===== src/rtl/decoder_jp_seq.sv =====
// Sequenced JP nn decoder: fetches OPERAND_BYTES little-endian operand bytes over a
// ready-handshaked bus, resolves an optional condition and issues PC-load / ITABLE-reset strobes.
module decoder_jp_seq #(
    parameter int unsigned  DATA_W        = 8,
    parameter int unsigned  OPERAND_BYTES = 2,
    parameter int unsigned  COND_EN       = 1,
    localparam int unsigned SW            = (OPERAND_BYTES > 1) ? $clog2(OPERAND_BYTES) : 1,
    localparam int unsigned OW            = DATA_W * OPERAND_BYTES
) (
    input  logic              CLK,
    input  logic              notRESET,
    input  logic              enable,
    input  logic              cond,
    input  logic              flag,
    input  logic              mem_ready,
    input  logic [DATA_W-1:0] data_in,
    output logic              mem_req,
    output logic              PC_inc,
    output logic [OW-1:0]     operand,
    output logic              PR_Write_PC,
    output logic              P2_Reset_ITABLE,
    output logic              skipped,
    output logic              busy,
    output logic [SW-1:0]     step
);

    typedef enum logic [1:0] {
        IDLE   = 2'd0,
        FETCH  = 2'd1,
        COMMIT = 2'd2
    } state_t;

    localparam logic [SW-1:0] LAST_STEP = SW'(OPERAND_BYTES - 1);

    state_t          state;
    state_t          state_nxt;
    logic [SW-1:0]   step_nxt;
    logic [OW-1:0]   operand_nxt;
    logic            take;
    logic            take_nxt;

    // State and datapath registers; strobes are registered from the next-state decode.
    always_ff @(posedge CLK or negedge notRESET) begin
        if (!notRESET) begin
            state           <= IDLE;
            step            <= '0;
            operand         <= '0;
            take            <= 1'b0;
            mem_req         <= 1'b0;
            busy            <= 1'b0;
            PR_Write_PC     <= 1'b0;
            P2_Reset_ITABLE <= 1'b0;
            skipped         <= 1'b0;
        end else begin
            state           <= state_nxt;
            step            <= step_nxt;
            operand         <= operand_nxt;
            take            <= take_nxt;
            mem_req         <= (state_nxt == FETCH);
            busy            <= (state_nxt != IDLE);
            PR_Write_PC     <= (state_nxt == COMMIT) & take_nxt;
            P2_Reset_ITABLE <= (state_nxt == COMMIT);
            skipped         <= (state_nxt == COMMIT) & ~take_nxt;
        end
    end

    // Next-state and datapath update.
    always_comb begin
        state_nxt   = state;
        step_nxt    = step;
        operand_nxt = operand;
        take_nxt    = take;
        unique case (state)
            IDLE: begin
                if (enable) begin
                    state_nxt   = FETCH;
                    step_nxt    = '0;
                    operand_nxt = '0;
                    take_nxt    = (COND_EN != 0) ? (~cond | flag) : 1'b1;
                end
            end
            FETCH: begin
                if (mem_ready) begin
                    operand_nxt[DATA_W*step +: DATA_W] = data_in;
                    if (step == LAST_STEP) begin
                        state_nxt = COMMIT;
                    end else begin
                        step_nxt = step + SW'(1);
                    end
                end
            end
            COMMIT: begin
                state_nxt = IDLE;
                step_nxt  = '0;
            end
            default: begin
                state_nxt = IDLE;
            end
        endcase
    end

    // Byte consumption is visible in the same cycle the bus presents it.
    assign PC_inc = mem_req & mem_ready;

endmodule


===== config.mk =====
export PLATFORM = sky130hd
export DESIGN_NAME = decoder_jp_seq
export DESIGN_NICKNAME = d
export VERILOG_FILES = /design/src/rtl/decoder_jp_seq.sv
export SDC_FILE = /design/constraint.sdc
export NUM_CORES = 1
export LEC_CHECK = 0
export ABC_AREA = 1
export CORE_ASPECT_RATIO = 0.8
export CORE_UTILIZATION = 25
export DETAILED_ROUTE_END_ITERATION = 10
export SYNTH_ARGS = -nofsm -noshare
export SYNTH_HDL_FRONTEND = slang
export SYNTH_SLANG_ARGS = --single-unit

===== constraint.sdc =====
create_clock -name CLK -period 1.43 [get_ports CLK]
set_input_delay 0.286 -clock CLK [delete_from_list [all_inputs] [get_ports CLK]]
set_output_delay 0.286 -clock CLK [all_outputs]
set_load 0.05 [all_outputs]

==> run_1/ff_map.png <==
(4 px per um) Other sequential cells in the stronger grey, the rest of the logic in the fainter grey.
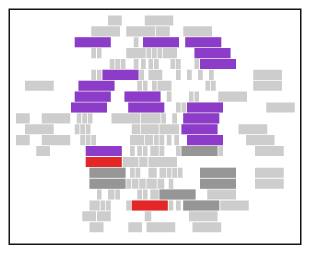
| colour | name in the netlist | placed flops |
|---|---|---|
| red | state | 2 |
| purple | operand | 16 |
storage element area: 626 um^2
final core occ: 45.1%
sequential portion of the cell area: 36.5%
total sequential power: 1.30 mW

==> run_1/closeup.png <==
Window x 24 to 49, y 17 to 42 um. Cells in grey, sequential cells in the stronger grey; small squares are vias.
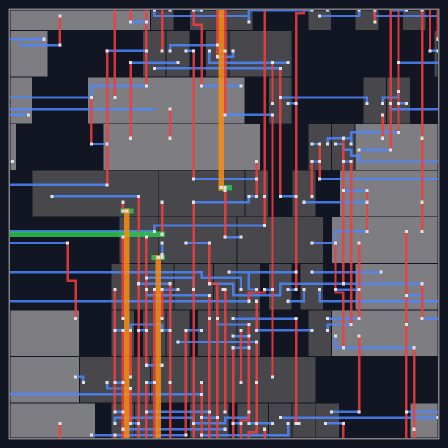
| colour | layer |
|---|---|
| blue | M1 |
| red | M2 |
| green | M3 |
| orange | M4 |
most frequent: nand2_1 (16), dfrtp_1 (8), inv_2 (4)
netlist names of flops here include: operand (6)
cells with their middle in the window: 46
sequential cells in the window: 8

==> run_1/sizing.png <==
(6 px per um)
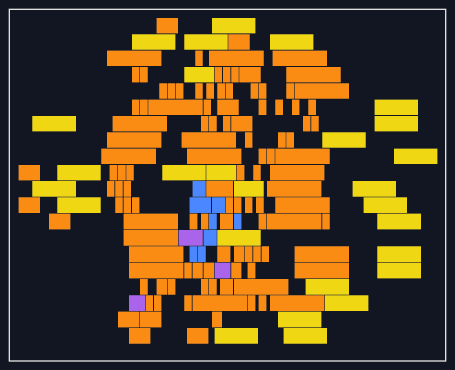
| colour | size | cells | share |
|---|---|---|---|
| purple | x3 and x4 | 3 | 2.0% |
| orange | x1 and smaller | 113 | 75% |
| blue | x2 | 8 | 5.3% |
| yellow | x6 and larger | 27 | 18% |

==> run_1/congestion_map.png <==
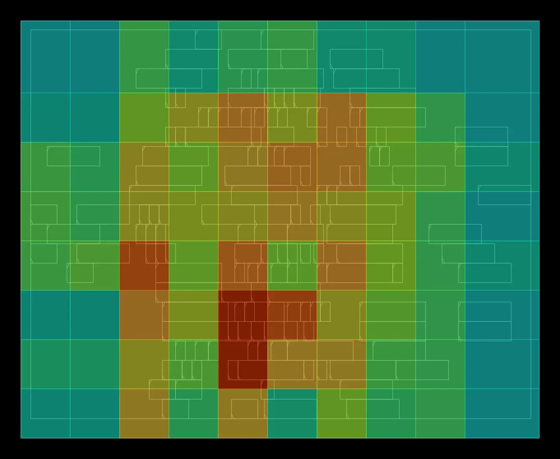
met3 usage: 1.71%
Top Usage Layer GRT: met2
met1 usage: 15.8%

==> results_dict.tcl, run 1 <==
# yosys + openroad results
set metrics [dict create \
    outcome "completed" \
    vdd_drop_max_uv 926 \
    r2r_end "operand[7]" \
    final_layout_top_logic_cell "nand2_1" \
    synthDistinctLibCells 14 \
    rrSetupSlack_ns 0.26 \
    synth_area_per_cell_um2 9.11 \
    diodes 0 \
    routed-wl-met3_um 99 \
    area_growth_pct 72.7 \
    hold_buffers 0 \
    power_mw 4.26 \
    core-area_um2 3800 \
    die_area_um2 4230 \
    pwr-share-clk_pct 9.2 \
    p_int_mw 2.33 \
    finalCritPeriodShare_pct 86.9 \
    drtIter0Drc 18 \
    grtUsageMet2_pct 18.0 \
    cts_tree "done" \
    place.detailed.instances 202 \
    rsz0062_at_grt "false" \
    dieHeight_um 58.4 \
    io_pins 37 \
    highest-signal-layer "met4" \
    p_sw_mw 1.94 \
    required_ns 1.14 \
    io_buffers 36 \
    grt_first_pass_wirelength_um 3720 \
    fin_area_um2 1720 \
    met2WireLength_um 982 \
    worstRegToRegCells 6 \
    syn-instance-count 109 \
    min_period_ns 1.24 \
    syn_area_um2 993 \
    vias 817 \
    gp_congestion 0.778 \
    cp-end-kind "output pin" \
    nFillCells 374 \
    drt_pass1_iterations 4 \
    arrival_ns 0.96 \
    grt_pass1_vias 808 \
    met1Wirelength_um 1030 \
    wl_per_cell_um 10.7 \
    antenna_found_initial 0 \
    clockBufferDepth 2 \
    routed_via_density 3.97 \
    min_path_type "input port to async pin" \
    hold_slack_ns 0.382 \
    instances_no_fill 206 \
    worst_slew_pin_slew_ns 0.305 \
    h-tree-depth 1 \
    dp_worst_setup_slack_ns -0.0383 \
    hold_violations 0 \
    cp-endpoint "PC_inc" \
    final_antenna_net_count 0 \
    critical_path_class "register to output pin" \
    max_slew_margin_pct 79.7 \
    ys_area_um2 993 \
    fp_util_pct 26.1 \
    grt_max_degree 26 \
    final-setup-viol-count 0 \
    warning_count 26 \
    hpwl_um 1790 \
    p_seq_share_pct 30.4 \
    critPathLaunchType "register" \
    root_buffer "clkbuf_8" \
    setup_ws_ns 0.187 \
    powerDensity_nw_per_um2 2490 \
    pwr-share-comb_pct 60.3 \
    dpl-instance-area_um2 1670 \
    ys_seq_share_pct 63.0 \
    path_clk_slew_ns 0.08 \
    rows 20 \
    path_max_fanout 2 \
    clock_latency_ns 0.26 \
    logic_area_um2 319 \
    startpoint "mem_req" \
    p_leak_nw 0.888 \
    fin_worst_skew_ns 0.00255 \
    nets 166 \
    route.detailed.drc 0 \
    switching_share_pct 45.5 \
    drive_above_1_share_pct 25.2 \
    syn_nets 123 \
    max_cap_viol_count 0 \
]
[run 1: registers in the layout, summed over array words and instances, names as in the netlist]
name	count
state	2
P2_Reset_ITABLE	1
mem_req	1
busy	1
step	1
operand	16
PR_Write_PC	1
skipped	1
take	1
[run 1: timing repair]
action	4_1_cts	5_1_grt
setup buffers	0	0
endpoints found under the setup margin	0	1
resized	0	1
[run 1: cells in the mapped netlist (all sizes together)]
library cell / n / share of area, %
nand4: 3 / 1.9
a21oi: 1 / 0.50
nand3: 2 / 1.5
inv: 13 / 4.9
nor2: 3 / 3.5
o21ai: 4 / 2.0
dfrtp: 25 / 63
nand2: 58 / 23
[run 1: power groups by stage]
stage | sequential, mW | combinational [mW] | clock [mW]
5_1_grt | 1.33 | 2.71 | 0.440
4_1_cts | 1.30 | 2.60 | 0.411
2_1_floorplan | 1.98 | 0.540 | 0
3_3_place_gp | 1.30 | 2.56 | 0
3_5_place_dp | 1.31 | 2.59 | 0
6_report | 1.30 | 2.57 | 0.394
[run 1: critical path, stage by stage, from the launching register on]
cell	delay [ns]
dfrtp_1	0.40
nand2_1	0.07
inv_1	0.10
buf_12	0.14
[run 1: logic make-up (layout without fill, tap and decap cells)]
kind of cell    Yosys count  count (layout)  synth area share [%]
compound gates            5               5                  2.52
buf+inv                  13              55                  4.91
flops                    25              25                  63.0
simple gates             66              66                  29.6
[run 1: metrics by stage]
stage | util [%] | TNS [ns]
2_1_floorplan | - | 0
3_3_place_gp | 43.8 | 0
3_5_place_dp | 43.8 | -0.357
4_1_cts | 45.0 | 0
5_1_grt | 45.1 | 0
6_report | 45.1 | 0
[run 1: final cells by class]
cell class	instances	area share, %
Sequential cell	25	36.5
Timing Repair Buffer	38	35.4
Multi-Input combinational cell	71	18.6
Tap cell	55	4.01
Inverter	13	2.84
Clock buffer	4	2.63
==> run_1/m2.png <==
(4 px per um)
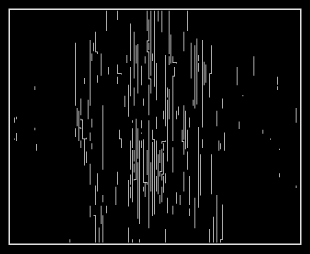

## Run 2: what changed since run 1
CTS_CLUSTER_DIAMETER = 80   (was unset)
RECOVER_POWER = 50   (was unset)
==> run_2/m2.png <==
(4 px per um)
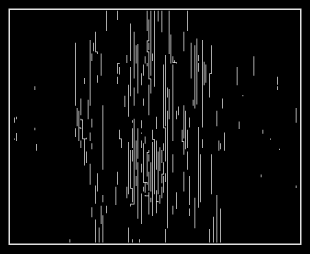
longest straight run: 29.2 um
nets with wire on the layer: 131

==> run 2 against run 1 <==
Critical path type is now input port to register. Largest cell class unchanged. First-iteration DRC count is 5.6% higher. Critical path depth is 3 higher. Clock skew is essentially flat. Combinational power down 2%. Clock-buffer cell count unchanged. Via count did not move. Die size is the same. Fmax is 2.0% lower. Flip-flop count unchanged. Synthesized cell count unchanged.
==> results_dict.tcl, run 2 <==
# yosys + openroad results
set metrics [dict create \
    largest_reg_flops 16 \
    pg_clk_mw 0.394 \
    top_cells_by_count "55 x nand2_1, 25 x dfrtp_1, 9 x inv_1" \
    syn_nets 123 \
    root_buffer "clkbuf_8" \
    diodes 0 \
    syn_area_um2 993 \
    worstPathCellList "dlygate4sd3_1 > nand3_1 > nand2_2 > nand2_2 > nand2_1 > nand2_1" \
    synthDistinctLibCells 14 \
    fp_util_pct 26.1 \
    final_core_util_pct 44.1 \
    switching_share_pct 45.8 \
    nets 166 \
    power_mw 4.19 \
    finalCritPeriodShare_pct 88.7 \
    path_max_fanout 8 \
    synth.most_common_cell "nand2_1" \
    critical_path_class "input port to register" \
    required_ns 1.58 \
    die_area_um2 4230 \
    cts_tree "done" \
    drive_above_1_share_pct 22.5 \
    fin_area_um2 1680 \
    pg_comb_mw 2.51 \
    gp_congestion 0.778 \
    arrival_ns 1.42 \
    grt_pass1_vias 808 \
    cpPeakStageDelay_ns 0.56 \
    path_clk_slew_ns 0.08 \
    regMostFlops "operand" \
    io_buffers 36 \
    final_layout_top_logic_cell "nand2_1" \
    p_sw_mw 1.92 \
    dominantRegCellSynth "dfrtp_1" \
    vias 817 \
    max_slew_margin_pct 60.4 \
    reg_top3 "operand (16), state (2)" \
    drtIter0Drc 19 \
    warning_count 26 \
    pwr-share-comb_pct 59.9 \
    rsz0062_at_grt "false" \
    area_leaders "dfrtp_1 63%, nand2_1 21%, inv_1 3.4%" \
    worst_slew_pin_slew_ns 0.594 \
    p_int_mw 2.27 \
    grt_max_degree 26 \
    pg_seq_mw 1.29 \
    synth_area_per_cell_um2 9.11 \
    fin_worst_skew_ns 0.00231 \
    final_antenna_net_count 0 \
    max_cap_viol_count 0 \
    clock_latency_ns 0.26 \
    dpl-instance-area_um2 1670 \
    postCtsSetupRepairBufs 0 \
    min_period_ns 1.27 \
    final-setup-viol-count 0 \
    core-area_um2 3800 \
    cp-end-kind "register" \
    cp_num_buf_inv 1 \
    hpwl_um 1790 \
    synth-edff-count 0 \
    ys_seq_share_pct 63.0 \
    p_seq_share_pct 30.7 \
    place.detailed.instances 202 \
    outcome "completed" \
    antenna_found_initial 0 \
    maxPowerGroup "combinational logic" \
    routed_via_density 3.97 \
    dieHeight_um 58.4 \
    clockBufferDepth 2 \
    synthArstFlopShare_pct 100 \
    hold_violations 0 \
    powerDensity_nw_per_um2 2500 \
    critical-path-top-delay-family "simple AND/OR/NAND/NOR gates" \
    rows 20 \
    crit_slowest_cell "dlygate4sd3_1" \
    io_pins 37 \
    p_leak_nw 0.882 \
]
==> run 2: cell counts after synthesis <==
Identical to the previous run, type by type.
==> run 2: metrics by stage <==
stage | setup WS (ns) | TNS, ns | hold slack (ns)
floorplan | 0.121 | 0 | -0.00959
global placement | 0.0150 | 0 | 0.519
detailed placement | -0.0383 | -0.357 | 0.528
CTS | 0.0189 | 0 | 0.387
global route | 0.0736 | 0 | 0.513
finish | 0.161 | 0 | 0.467
==> run 2: routing by layer <==
metal / vias to the layer above / global-route usage (%) / wire (um)
met2: 29 / 18.0 / 980
met1: 364 / 15.8 / 1020
met5: - / 0 / 0
li1: 416 / - / -
met4: 0 / 7.28 / 97
met3: 8 / 1.71 / 119
==> run 2: logic make-up after synthesis <==
| kind of cell | synth area share, % |
|---|---|
| AOI/OAI and AO/OA | 2.52 |
| buffers and inverters | 4.91 |
| DFF | 63.0 |
| and+or+nand+nor | 29.6 |
==> run 2: final timing paths <==
kind                             start     endpoint  slack [ns]  cells after the start
max                             enable   operand[7]        0.16                      6
min                          mem_ready         step        0.47                      3
max reg2reg                   state[0]   operand[7]        0.18                      6
min reg2reg                operand[12]  operand[12]        0.54                      2
max in group asynchronous     notRESET   operand[3]        0.49                      2
min in group asynchronous     notRESET  operand[15]        0.55                      2
==> run 2: layout make-up <==
cell class | instances | area [um^2] | share of cell area (%)
well taps | 55 | 68.8 | 4.10
inverters | 13 | 48.8 | 2.91
flip-flops and latches | 25 | 626 | 37.3
repair buffers | 38 | 576 | 34.3
multi-input cells | 71 | 314 | 18.7
clock buffers | 4 | 45.0 | 2.68
==> run 2: repair_timing <==
action,CTS,global route
hold buffers,0,0
setup endpoints to repair,0,1
gates resized,0,1
endpoints found under the hold margin,0,0
==> run_2/closeup.png <==
Window x 24 to 49, y 17 to 42 um. Cells in grey, sequential cells in the stronger grey; small squares are vias.
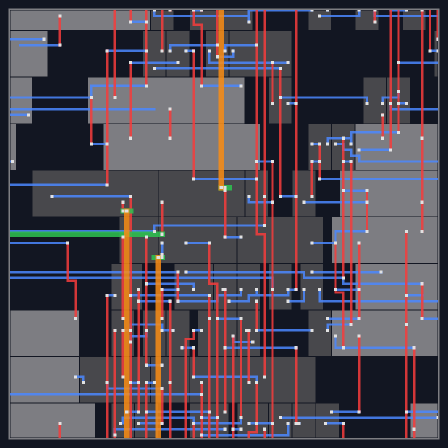

## Run 3: what changed since run 2
GPL_TIMING_DRIVEN = 0   (was unset)
PLACE_DENSITY = 0.53   (was unset)
RECOVER_POWER = unset   (was 50)
==> run_3/closeup.png <==
Window x 24 to 49, y 17 to 42 um. Cells in grey, sequential cells in the stronger grey; small squares are vias.
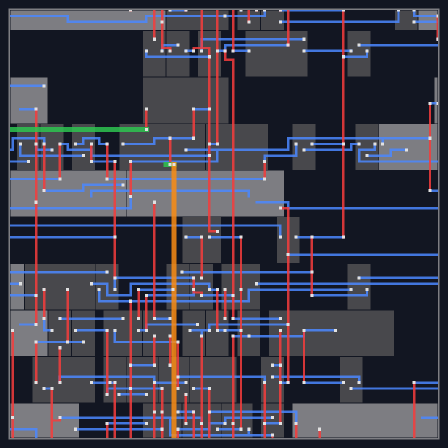
| colour | layer |
|---|---|
| red | M2 |
| blue | M1 |
| green | M3 |
| orange | M4 |
sequential cells in the window: 3
most frequent: nand2_1 (15), inv_2 (4)
cells with their middle in the window: 43

==> run 3 against run 2 <==
Clock skew rose by 0.0057 ns. Critical path depth fell by 5. Largest cell class unchanged. Fmax fell by 8.9%. Register-to-register slack improved by 0.09 ns. Routed wire length fell by 3.4%. Critical endpoint is now mem_req. Global-route usage fell by 0.36 points. First-iteration DRC count rose by 95%.
==> results_dict.tcl, run 3 <==
# yosys + openroad results
set metrics [dict create \
    critical-path-top-delay-family "buffers and inverters" \
    grt_pass1_vias 760 \
    p_leak_nw 0.795 \
    synthArstFlopShare_pct 100 \
    timing.rr.start "state[0]" \
    worstPathCellList "clkdlybuf4s15_1" \
    combAreaFraction_pct 22.6 \
    sequential_cell_total 25 \
    rsz0062_at_grt "false" \
    arrival_ns 1.11 \
    cp-end-kind "output pin" \
    finalCritPeriodShare_pct 97.4 \
    routed_via_density 3.94 \
    outcome "completed" \
    synth.most_common_cell "nand2_1" \
    reg_top3 "operand (16), state (2)" \
    pwr-share-comb_pct 54.2 \
    syn_nets 123 \
    largest_reg_flops 16 \
    cts_tree "done" \
    vias 803 \
    grt_max_degree 26 \
    die_area_um2 4230 \
    final_layout_top_logic_cell "nand2_1" \
    critical_path_class "register to output pin" \
    synthDistinctLibCells 14 \
    io_pins 37 \
    io_buffers 36 \
    fin_worst_skew_ns 0.00796 \
    drive_above_1_share_pct 21.5 \
    rows 20 \
    core-area_um2 3800 \
    hpwl_um 1620 \
    num_tap_cells 55 \
    dominantRegCellSynth "dfrtp_1" \
    cpPeakStageDelay_ns 0.49 \
    hold_violations 0 \
    ys_seq_share_pct 63.0 \
    drtIter0Drc 37 \
    clock_latency_ns 0.27 \
    clock_area_share_pct 3.45 \
    diodes 0 \
    comb_cells 71 \
    final-setup-viol-count 0 \
    startpoint "mem_req" \
    path_clk_slew_ns 0.09 \
    regMostFlops "operand" \
    max_cap_viol_count 0 \
    synth_area_per_cell_um2 9.11 \
    min_period_ns 1.39 \
    hold_buffers 0 \
    r2r_end "operand[10]" \
    syn_area_um2 993 \
    nonClkBufAreaFrac_pct 21.3 \
    warning_count 26 \
]
[run 3: cell counts after synthesis]
Identical to the previous run, type by type.
[run 3: power by group through the flow]
stage / registers (mW) / clock network, mW / logic (mW)
finish: 1.15 / 0.424 / 1.86
global route: 1.18 / 0.466 / 1.99
CTS: 1.15 / 0.431 / 1.94
detailed placement: 1.16 / 0 / 2.05
global placement: 1.16 / 0 / 2.03
floorplan: 1.98 / 0 / 0.540
[run 3: cells by family (layout without fill, tap and decap cells)]
| family | count (synthesis) | after routing | synth area share (%) |
|---|---|---|---|
| buffers and inverters | 13 | 53 | 4.91 |
| flip-flops | 25 | 25 | 63.0 |
| AND/OR/NAND/NOR | 66 | 66 | 29.6 |
| AND-OR/OR-AND | 5 | 5 | 2.52 |
[run 3: metrics by stage]
| stage | instance area, um^2 | hold slack (ns) | total power [mW] | TNS [ns] | worst slack (ns) |
|---|---|---|---|---|---|
| floorplan | 993 | -0.00959 | 2.52 | 0 | 0.121 |
| global placement | 1420 | 0.458 | 3.19 | -5.18 | -0.585 |
| detailed placement | 1420 | 0.464 | 3.21 | -6.01 | -0.596 |
| CTS | 1470 | 0.489 | 3.52 | 0 | 0.00367 |
| global route | 1410 | 0.297 | 3.64 | 0 | 0.00342 |
| finish | 1410 | 0.208 | 3.43 | 0 | 0.0367 |
[run 3: worst max-delay path by stage]
stage	end	slack [ns]	depth (start not counted)
after detailed placement	PC_inc	-0.60	4
final	mem_req	0.04	1
after global placement	PC_inc	-0.59	4
after CTS	operand[4]	0.004	1
after floorplan	PC_inc	0.12	2
after global routing	PR_Write_PC	0.003	1
[run 3: routing by layer]
layer  up-vias  track usage (%)  part of all wire (%)
met5         -                0                     0
met4         0             7.56                   2.5
met3         4             2.23                   4.1
met2        19             15.9                    43
met1       366             16.0                    51
li1        414                -                     -
No activity file was given, so power comes from the tool's default toggle rates.
